`config.mk`:
```
export PLATFORM = sky130hd
export DESIGN_NAME = piano_poly
export DESIGN_NICKNAME = d
export VERILOG_FILES = /design/src/rtl/piano_pkg.sv /design/src/rtl/piano_voice.sv /design/src/rtl/piano_poly.sv
export SDC_FILE = /design/constraint.sdc
export NUM_CORES = 1
export LEC_CHECK = 0
export CAP_MARGIN = 5
export CORE_MARGIN = 4
export CORE_UTILIZATION = 50
export DETAILED_ROUTE_END_ITERATION = 8
export DONT_BUFFER_PORTS = 1
export MAX_ROUTING_LAYER = met4
export PLACE_DENSITY_LB_ADDON = 0.3
export SYNTH_ARGS = -nofsm -noshare
export SYNTH_HDL_FRONTEND = slang
export SYNTH_SLANG_ARGS = --single-unit
```
`constraint.sdc`:
```
create_clock -name i_clk -period 6.5 [get_ports i_clk]
set_clock_uncertainty 0.05 [all_clocks]
set_input_delay 1.3 -clock i_clk [delete_from_list [all_inputs] [get_ports i_clk]]
set_output_delay 1.3 -clock i_clk [all_outputs]
set_load 0.02 [all_outputs]
```
`src/rtl/piano_pkg.sv`:
```
// Shared constants, note half-period table and lookup helper for the polyphonic piano.
package piano_pkg;

    localparam int unsigned NOTE_W       = 4;
    localparam int unsigned PERIOD_W_DEF = 18;

    // Half-period in 50 MHz clock cycles. The first element listed is note 15.
    localparam logic [15:0][PERIOD_W_DEF-1:0] PERIOD_LUT = {
        18'd47777,  18'd50618,  18'd53628,  18'd56817,
        18'd60196,  18'd63775,  18'd67568,  18'd71585,
        18'd75842,  18'd80352,  18'd85130,  18'd90192,
        18'd95555,  18'd101237, 18'd107257, 18'd113635
    };

    function automatic logic [PERIOD_W_DEF-1:0] period_of(input logic [NOTE_W-1:0] note);
        return PERIOD_LUT[note];
    endfunction

endpackage

```
`src/rtl/piano_voice.sv`:
```
// One square-wave voice: holds note, half-period counter and output level.
// Priority of control inputs on the same edge: clear, then load, then retrigger.
module piano_voice
    import piano_pkg::*;
#(
    parameter int unsigned PERIOD_W = PERIOD_W_DEF
) (
    input  logic              i_clk,
    input  logic              i_rst_n,
    input  logic              i_load,
    input  logic              i_retrig,
    input  logic              i_clear,
    input  logic [NOTE_W-1:0] i_note,
    output logic              o_active,
    output logic [NOTE_W-1:0] o_note,
    output logic              o_level
);

    logic                r_active;
    logic [NOTE_W-1:0]   r_note;
    logic [PERIOD_W-1:0] r_cnt;
    logic                r_level;

    logic                w_active_d;
    logic [NOTE_W-1:0]   w_note_d;
    logic [PERIOD_W-1:0] w_cnt_d;
    logic                w_level_d;
    logic [PERIOD_W-1:0] w_period;

    assign w_period = PERIOD_W'(period_of(r_note));

    // Next-state: free-running toggle counter, overridden by key-event controls.
    always_comb begin
        w_active_d = r_active;
        w_note_d   = r_note;
        w_cnt_d    = r_cnt;
        w_level_d  = r_level;
        if (!r_active) begin
            w_cnt_d   = '0;
            w_level_d = 1'b0;
        end else if (r_cnt == w_period) begin
            w_cnt_d   = '0;
            w_level_d = ~r_level;
        end else begin
            w_cnt_d = r_cnt + 1'b1;
        end
        if (i_clear) begin
            w_active_d = 1'b0;
            w_cnt_d    = '0;
            w_level_d  = 1'b0;
        end else if (i_load) begin
            w_active_d = 1'b1;
            w_note_d   = i_note;
            w_cnt_d    = '0;
            w_level_d  = 1'b0;
        end else if (i_retrig) begin
            w_cnt_d   = '0;
            w_level_d = 1'b0;
        end
    end

    // Voice state register with synchronous active-low reset.
    always_ff @(posedge i_clk) begin
        if (!i_rst_n) begin
            r_active <= 1'b0;
            r_note   <= '0;
            r_cnt    <= '0;
            r_level  <= 1'b0;
        end else begin
            r_active <= w_active_d;
            r_note   <= w_note_d;
            r_cnt    <= w_cnt_d;
            r_level  <= w_level_d;
        end
    end

    assign o_active = r_active;
    assign o_note   = r_note;
    assign o_level  = r_level;

endmodule

```
`src/rtl/piano_poly.sv`:
```
// Polyphonic square-wave piano: VOICES voices, key-event allocator, mixer and
// first-order sigma-delta speaker modulator.
// Optional: define PIANO_STEAL_EN to steal a voice round-robin when all are busy.
module piano_poly
    import piano_pkg::*;
#(
    parameter int unsigned VOICES   = 4,
    parameter int unsigned PERIOD_W = PERIOD_W_DEF,
    localparam int unsigned MIX_W   = $clog2(VOICES + 1)
) (
    input  logic              i_clk,
    input  logic              i_rst_n,
    input  logic              i_hush,
    input  logic              i_key_valid,
    output logic              o_key_ready,
    input  logic              i_key_on,
    input  logic [NOTE_W-1:0] i_key_note,
    output logic [VOICES-1:0] o_busy,
    output logic [MIX_W-1:0]  o_mix,
    output logic              o_speaker
);

    localparam int unsigned IDX_W = (VOICES > 1) ? $clog2(VOICES) : 1;
    // Holds acc (< VOICES) + mix (<= VOICES) without overflow.
    localparam int unsigned SUM_W = MIX_W + 1;

    logic [VOICES-1:0] w_active;
    logic [VOICES-1:0] w_level;
    logic [VOICES-1:0] w_match;
    logic [VOICES-1:0] w_load;
    logic [VOICES-1:0] w_retrig;
    logic [VOICES-1:0] w_clear;
    logic [NOTE_W-1:0] w_note [VOICES];

    logic              w_any_match;
    logic              w_any_free;
    logic [IDX_W-1:0]  w_free_idx;
    logic              w_accept;

    logic [MIX_W-1:0]  r_mix;
    logic              r_speaker;
    logic [SUM_W-1:0]  r_acc;
    logic [MIX_W-1:0]  w_pop;
    logic [SUM_W-1:0]  w_sum;

    for (genvar v = 0; v < VOICES; v++) begin : g_voice
        piano_voice #(
            .PERIOD_W (PERIOD_W)
        ) u_voice (
            .i_clk    (i_clk),
            .i_rst_n  (i_rst_n),
            .i_load   (w_load[v]),
            .i_retrig (w_retrig[v]),
            .i_clear  (w_clear[v]),
            .i_note   (i_key_note),
            .o_active (w_active[v]),
            .o_note   (w_note[v]),
            .o_level  (w_level[v])
        );
        assign w_match[v] = w_active[v] && (w_note[v] == i_key_note);
    end

    assign w_any_match = |w_match;
    assign w_any_free  = ~&w_active;

    // Lowest-index inactive voice.
    always_comb begin
        w_free_idx = '0;
        for (int v = VOICES - 1; v >= 0; v--) begin
            if (!w_active[v]) begin
                w_free_idx = IDX_W'(v);
            end
        end
    end

`ifdef PIANO_STEAL_EN
    logic [IDX_W-1:0] r_steal_ptr;
    logic             w_steal;

    assign o_key_ready = i_rst_n;
`else
    assign o_key_ready = i_rst_n && (!i_key_on || w_any_match || w_any_free);
`endif

    assign w_accept = i_key_valid && o_key_ready;

    // Allocator: off clears matches; on retriggers a match, else allocates a free voice.
    always_comb begin
        w_load   = '0;
        w_retrig = '0;
        w_clear  = '0;
`ifdef PIANO_STEAL_EN
        w_steal  = 1'b0;
`endif
        if (w_accept) begin
            if (!i_key_on) begin
                w_clear = w_match;
            end else if (w_any_match) begin
                w_retrig = w_match;
            end else if (w_any_free) begin
                w_load[w_free_idx] = 1'b1;
`ifdef PIANO_STEAL_EN
            end else begin
                w_load[r_steal_ptr] = 1'b1;
                w_steal             = 1'b1;
`endif
            end
        end
    end

`ifdef PIANO_STEAL_EN
    // Round-robin steal pointer, advanced only when a voice is stolen.
    always_ff @(posedge i_clk) begin
        if (!i_rst_n) begin
            r_steal_ptr <= '0;
        end else if (w_steal) begin
            r_steal_ptr <= (r_steal_ptr == IDX_W'(VOICES - 1)) ? '0 : r_steal_ptr + 1'b1;
        end
    end
`endif

    // Count of active voices currently high.
    always_comb begin
        w_pop = '0;
        for (int v = 0; v < VOICES; v++) begin
            w_pop = w_pop + MIX_W'(w_level[v] & w_active[v]);
        end
    end

    assign w_sum = r_acc + SUM_W'(r_mix);

    // Registered mix and sigma-delta modulator; hush zeroes outputs and accumulator.
    always_ff @(posedge i_clk) begin
        if (!i_rst_n) begin
            r_mix     <= '0;
            r_speaker <= 1'b0;
            r_acc     <= '0;
        end else if (i_hush) begin
            r_mix     <= '0;
            r_speaker <= 1'b0;
            r_acc     <= '0;
        end else begin
            r_mix <= w_pop;
            if (w_sum >= SUM_W'(VOICES)) begin
                r_speaker <= 1'b1;
                r_acc     <= w_sum - SUM_W'(VOICES);
            end else begin
                r_speaker <= 1'b0;
                r_acc     <= w_sum;
            end
        end
    end

    assign o_busy    = w_active;
    assign o_mix     = r_mix;
    assign o_speaker = r_speaker;

endmodule

```
Routing congestion map:
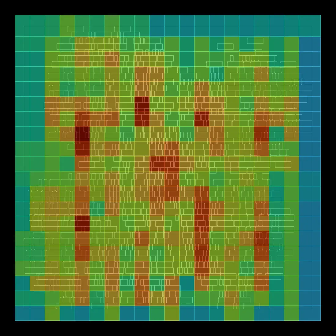
All-Layer GR Usage: 18.7%
DR WL/cell: 14.6 um

Close-up of the layout:
Scale bar: 10 um. Region (51, 22) to (91, 62) um. Cells in gray, sequential cells in the stronger gray; small squares are vias.
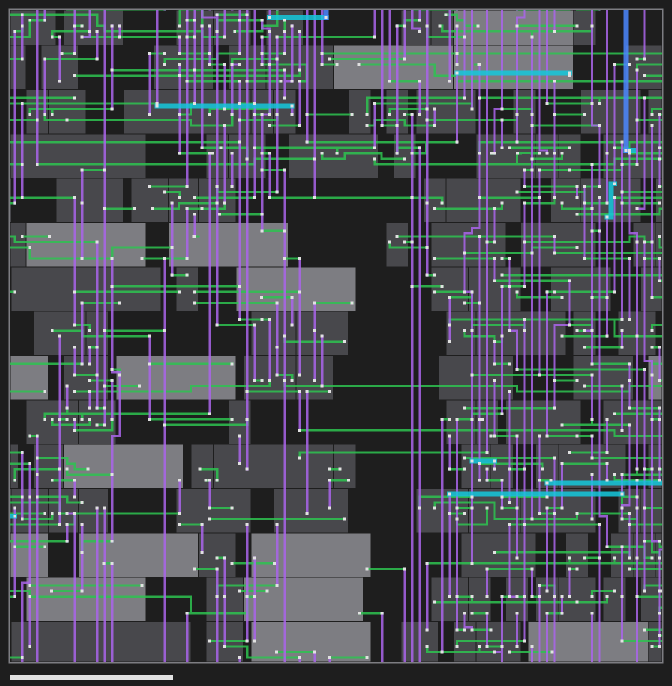
[green] met1
[cyan] met3
[purple] met2
[blue] met4
netlist names of flops here include: `g_voice.u_voice.o_note` (3), `g_voice.u_voice.o_active` (2), `g_voice.u_voice.o_level` (2)
most frequent: nand2_1 (16), dfxtp_1 (14), nor2_1 (10)
sequential cells in the window: 14
cells with their middle in the window: 120

==> qor.txt <==
Yosys top cell by area = dfxtp_1
worst slack, placed = 1.99 ns
hold path endpoint = g_voice[1].u_voice.r_cnt[0]
CTS tree = yes
H-tree depth = 4
vias in the first global route = 6030
Late-Pin Clk Latency = 0.44 ns
Seq share, synth = 38.9%
Critical Path Start Type = input pin
crit path time final = 4.47 ns
DR vias = 6575
actual slew at the worst max-slew pin = 0.786 ns
Worst Setup End Kind = primary output
final WL = 17800 um
clock power share = 48.5%
YS chip area = 8860 sq um
Mapped Area = 8860 sq um
Most used DFF post-synth = dfxtp_1
wl on met1 = 8210 um
status = complete, no violations
max layer used = met4
Multiplexer share = 5.69%
Compound Share, Synth = 10.3%
Final setup viols = 0
Drive-strength map:
Scale bar: 50 um.
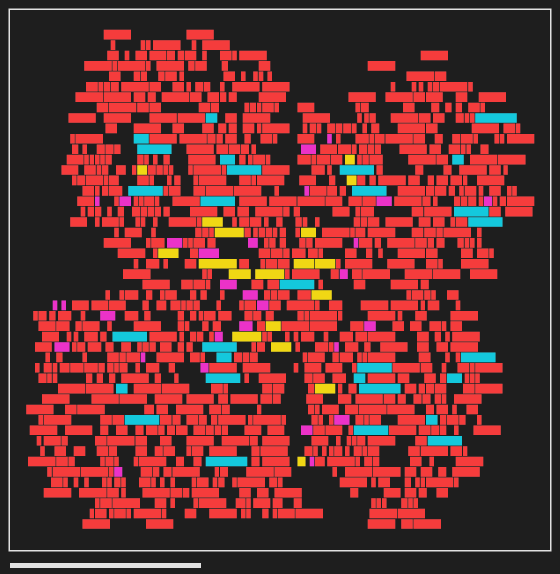
[cyan] drive 6 and up | cells: 29 | share: 2.9%
[yellow] drive 3 to 4 | cells: 18 | share: 1.8%
[magenta] drive 2 | cells: 29 | share: 2.9%
[red] drive 1 or less | cells: 913 | share: 92%
synthesis-to-finish area growth: 7.09%
design area: 9480 sq um
Non-Clock Buffer Count: 0
Final Worst Setup Slack: 2.03 ns

## worst max-delay path: stages
cell and delay (ns):
inv_1 0.12, o2111ai_2 0.17, a2111oi_4 0.72, nor4_2 0.22, a31oi_1 0.59
## power by group through the flow
| stage | registers [mW] | clock network [mW] | logic, mW |
|---|---|---|---|
| CTS | 1.08 | 1.10 | 0.0715 |
| global route | 1.08 | 1.15 | 0.0802 |
| detailed placement | 1.10 | 0 | 0.0710 |
| global placement | 1.10 | 0 | 0.0701 |
| finish | 1.08 | 1.08 | 0.0716 |
| floorplan | 1.10 | 0 | 0.0696 |
## layout make-up
cell class,instances,area [sq um]
clock inverter,15,201
fill,1593,7870
sequential,172,3440
tap,225,282
inverter,47,179
multi-input combinational,738,4950
clock buffer,17,425
Power figures rest on the tool's default switching activity, not on a simulated workload.
